==> images/met2.png <==
Drawn at 6 px/um.
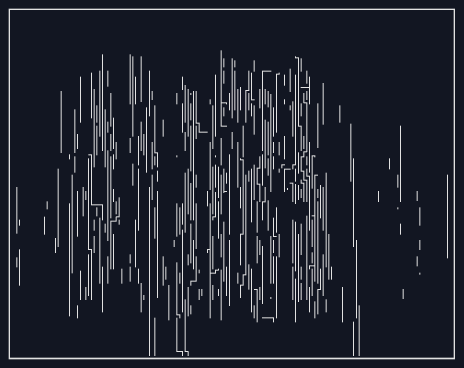
==> images/port_nets.png <==
Drawn at 4 px/um.
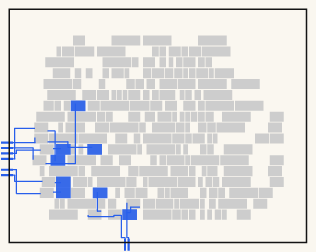
==> images/metal_stack.png <==
Drawn at 4 px/um. Two of the layers only.
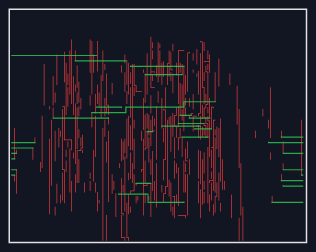
==> images/pins.png <==
Drawn at 6 px/um. Pins as bars across the die edge, other pins in gray.
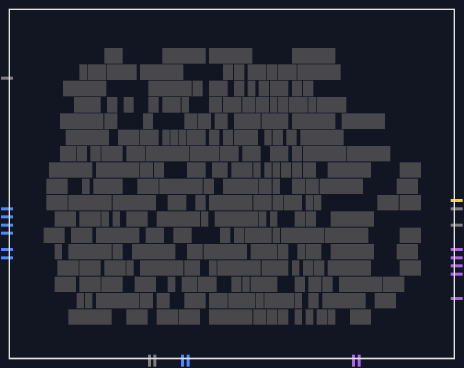
`config.mk`:
```
export PLATFORM = sky130hd
export DESIGN_NAME = seg_scan_driver
export DESIGN_NICKNAME = d
export VERILOG_FILES = /design/src/rtl/seg_disp_pkg.sv /design/src/rtl/seg_scan_driver_decode.sv /design/src/rtl/seg_scan_driver.sv
export SDC_FILE = /design/constraint.sdc
export NUM_CORES = 1
export LEC_CHECK = 0
export CORE_ASPECT_RATIO = 0.75
export CORE_MARGIN = 5
export CORE_UTILIZATION = 59
export DETAILED_ROUTE_END_ITERATION = 12
export PLACE_DENSITY = 0.88
export SLEW_MARGIN = 20
export SYNTH_ARGS = -nofsm -noshare
export SYNTH_HDL_FRONTEND = slang
export SYNTH_SLANG_ARGS = --single-unit
```
`constraint.sdc`:
```
create_clock -name clk -period 3.45 [get_ports clk]
set_input_delay 1.035 -clock clk [delete_from_list [all_inputs] [get_ports clk]]
set_output_delay 1.035 -clock clk [all_outputs]
set_load 0.03 [all_outputs]
```
`src/rtl/seg_disp_pkg.sv`:
```
// Shared constants, state type and BCD glyph table for the segment scanner.
// Glyphs are active-low {g,f,e,d,c,b,a}.
package seg_disp_pkg;

  localparam logic [6:0] SEG_OFF  = 7'h7F;
  localparam logic [6:0] SEG_DASH = 7'h3F;

  localparam logic [6:0] SEG_0 = 7'h40;
  localparam logic [6:0] SEG_1 = 7'h79;
  localparam logic [6:0] SEG_2 = 7'h24;
  localparam logic [6:0] SEG_3 = 7'h30;
  localparam logic [6:0] SEG_4 = 7'h19;
  localparam logic [6:0] SEG_5 = 7'h12;
  localparam logic [6:0] SEG_6 = 7'h02;
  localparam logic [6:0] SEG_7 = 7'h78;
  localparam logic [6:0] SEG_8 = 7'h00;
  localparam logic [6:0] SEG_9 = 7'h10;

  typedef enum logic {
    ST_BLANK,
    ST_DRIVE
  } state_t;

  function automatic logic [6:0] bcd_to_seg(
    input logic [3:0] d
  );
    logic [6:0] s;
    case (d)
      4'd0:    s = SEG_0;
      4'd1:    s = SEG_1;
      4'd2:    s = SEG_2;
      4'd3:    s = SEG_3;
      4'd4:    s = SEG_4;
      4'd5:    s = SEG_5;
      4'd6:    s = SEG_6;
      4'd7:    s = SEG_7;
      4'd8:    s = SEG_8;
      4'd9:    s = SEG_9;
      default: s = SEG_DASH;
    endcase
    return s;
  endfunction

endpackage

```
`src/rtl/seg_scan_driver_decode.sv`:
```
// Combinational BCD digit to active-low 7-segment glyph.
// Codes 10-15 render as a dash.
module seg_decode
  import seg_disp_pkg::*;
(
  input  logic [3:0] i_digit,
  output logic [6:0] o_seg
);

  assign o_seg = bcd_to_seg(i_digit);

endmodule

```
`src/rtl/seg_scan_driver.sv`:
```
// Time-multiplexed 7-segment scanner with an all-off guard before each slot.
// Optional leading-zero blanking when SEG_BLANK_EN is defined.
module seg_scan_driver
  import seg_disp_pkg::*;
#(
  parameter int unsigned DIGITS    = 2,
  parameter int unsigned SCAN_DIV  = 50000,
  parameter int unsigned BLANK_CYC = 16
) (
  input  logic                  clk,
  input  logic                  rst,
  input  logic [4*DIGITS-1:0]   bcd,
  input  logic                  bcd_valid,
  output logic [6:0]            seg,
  output logic [DIGITS-1:0]     an,
  output logic                  frame
);

  localparam int unsigned MAXC =
    (SCAN_DIV > BLANK_CYC) ? SCAN_DIV : BLANK_CYC;
  localparam int unsigned CW = $clog2(MAXC);
  localparam int unsigned IW =
    (DIGITS > 1) ? $clog2(DIGITS) : 1;

  logic [4*DIGITS-1:0] r_shadow;
  logic                r_valid_d;
  logic [IW-1:0]       r_idx;
  logic [CW-1:0]       r_cnt;
  state_t              r_state;
  logic [3:0]          r_cur;
  logic                r_sup;
  logic [DIGITS-1:0]   r_an;
  logic [6:0]          r_seg;
  logic                r_frame;

  state_t              w_state_n;
  logic [CW-1:0]       w_cnt_n;
  logic [IW-1:0]       w_idx_n;
  logic                w_cap;
  logic                w_last;
  logic [DIGITS-1:0]   w_an_n;
  logic [6:0]          w_seg_n;
  logic                w_frame_n;
  logic [6:0]          w_seg;
  logic                w_sup_n;

  seg_decode u_dec (
    .i_digit (r_cur),
    .o_seg   (w_seg)
  );

`ifdef SEG_BLANK_EN
  // Suppress digit idx>0 when it and every more significant digit are zero.
  always_comb begin
    w_sup_n = (r_idx != '0);
    for (int i = 0; i < int'(DIGITS); i++) begin
      if (i >= int'(r_idx) && r_shadow[4*i +: 4] != 4'd0)
        w_sup_n = 1'b0;
    end
  end
`else
  assign w_sup_n = 1'b0;
`endif

  assign w_last = (r_idx == IW'(DIGITS-1));

  always_comb begin
    w_state_n = r_state;
    w_cnt_n   = r_cnt + 1'b1;
    w_idx_n   = r_idx;
    w_cap     = 1'b0;
    w_frame_n = 1'b0;
    w_an_n    = '1;
    w_seg_n   = SEG_OFF;
    unique case (r_state)
      ST_BLANK: begin
        if (r_cnt == CW'(BLANK_CYC-1)) begin
          w_state_n = ST_DRIVE;
          w_cnt_n   = '0;
          w_cap     = 1'b1;
        end
      end
      ST_DRIVE: begin
        if (!r_sup) begin
          w_an_n  = ~(DIGITS'(1) << r_idx);
          w_seg_n = w_seg;
        end
        if (r_cnt == CW'(SCAN_DIV-1)) begin
          w_state_n = ST_BLANK;
          w_cnt_n   = '0;
          w_idx_n   = w_last ? '0 : r_idx + 1'b1;
          w_frame_n = w_last;
        end
      end
      default: ;
    endcase
  end

  always_ff @(posedge clk) begin
    if (rst) begin
      r_shadow  <= '0;
      r_valid_d <= 1'b0;
      r_idx     <= '0;
      r_cnt     <= '0;
      r_state   <= ST_BLANK;
      r_cur     <= 4'd0;
      r_sup     <= 1'b0;
      r_an      <= '1;
      r_seg     <= SEG_OFF;
      r_frame   <= 1'b0;
    end else begin
      r_valid_d <= bcd_valid;
      if (bcd_valid && !r_valid_d)
        r_shadow <= bcd;
      r_state <= w_state_n;
      r_cnt   <= w_cnt_n;
      r_idx   <= w_idx_n;
      // Capture uses the pre-edge shadow, so a same-edge load waits a slot.
      if (w_cap) begin
        r_cur <= r_shadow[4*r_idx +: 4];
        r_sup <= w_sup_n;
      end
      r_an    <= w_an_n;
      r_seg   <= w_seg_n;
      r_frame <= w_frame_n;
    end
  end

  assign seg   = r_seg;
  assign an    = r_an;
  assign frame = r_frame;

endmodule

```
==> job_summary.md <==
## Implementation flow summary

| Metric | Value |
|---|---|
| H-tree depth | 2 |
| Latency at later pin | 0.30 ns |
| Grt met1 use | 0.220 |
| Critical path's slowest cell | nor2b_1 |
| Drt pass-1 iters | 4 |
| Crit-path max FO | 8 |
| DR WL/cell | 14.1 um |
| Nets | 226 |
| Final non-filler cell total | 248 |
| DRC | 0 |
| FF/Latch Area | 821 sq um |
| Row count | 17 |
| Routed Antenna Nets | 0 |
| Period utilization | 0.692 |
| Number of enable flip-flop cells | 0 |
| Port bufs | 20 |
| Final Max Slew Viols | 0 |
| Fill count | 221 |
| CP startpoint | bcd_valid |
| Yosys Chip Area | 0.00181 sq mm |
| F_max | 419 MHz |
| Main synth FF type | dfxtp_1 |
| Die area | 0.00429 sq mm |
| Die Height | 58.0 um |
| Ys cells | 190 |
| Area leader, netlist | dfxtp_1 |
| Initial DRC count | 115 |
| Clock share of power | 0.364 |
| Logic power comb | 0.0000385 W |
| Crit path kind | in2reg |
| Fin area | 0.00207 sq mm |
| CTS sink cnt | 41 |
| Cell area leaders | dfxtp_1, xnor2_1, mux2i_1 |
| Non-Clock Buffer Count | 21 |
| Sequential share of cell area | 0.396 |
| Flop count | 41 |
| N_taps | 38 |
| Non-clock buffer share of cell area | 0.100 |
| Post-Syn Nets | 207 |
| CTS buffer count | 5 |
| Post-CTS Hold Buffers | 0 |
| Run status | complete, no violations |
| Utilization after layout | 0.706 |
| Post-CTS Resized | 0 |
| Setup bufs post-CTS | 0 |
| Met2 GRT Util | 0.313 |
| First-pass GRT wire length | 6180 um |
| Synth top cells by count | dfxtp_1, nor3_1, nor2_1 |
| GR Util All Layers | 0.189 |
| Area grow syn2layout | 14.5% |
| CP endpoint | r_shadow[1]$_SDFFE_PP0P_ |
| Comb/total area | 0.428 |
| Root Buffer | clkbuf_8 |
| Worst Setup End Kind | flip-flop |
| Clock-net power | 0.000302 W |
| Initial antenna violation count | 0 |
| Wl on met1 | 1600 um |
| Synth Cell Area | 0.00181 sq mm |
| Clock buffers and inverters, area share | 0.0399 |
| Top Layout Cells | dfxtp_1, clkdlybuf4s50_1, nor3_1 |
| P_leak | 0.696 nW |
| Reg2reg end | r_cur[0]$_SDFFE_PP0P_ |
| Core area | 0.00294 sq mm |
Back to the opening pictures, met2.png:
The wires run mostly vertical. The layer holds 46% of the routed length. The longest straight run is 28.1 um. The layer carries 1,620 um of wire.

Back to the opening pictures, port_nets.png:
Key: `bcd` = blue [direction input, edge 6 left, 2 bottom, end cells 8, buffers 8, wire 144 um]

Back to the opening pictures, metal_stack.png:
Key: met3 = green [wire length 224 um]; met2 = red [wire length 1,620 um]

Back to the opening pictures, pins.png:
Key: `seg` = purple [pins 7, direction output, edge 5 right, 2 bottom]; `bcd` = blue [pins 8, direction input, edge 6 left, 2 bottom]; `frame` = yellow [pins 1, direction output, edge right]

Power figures rest on the tool's default switching activity, not on a simulated workload.
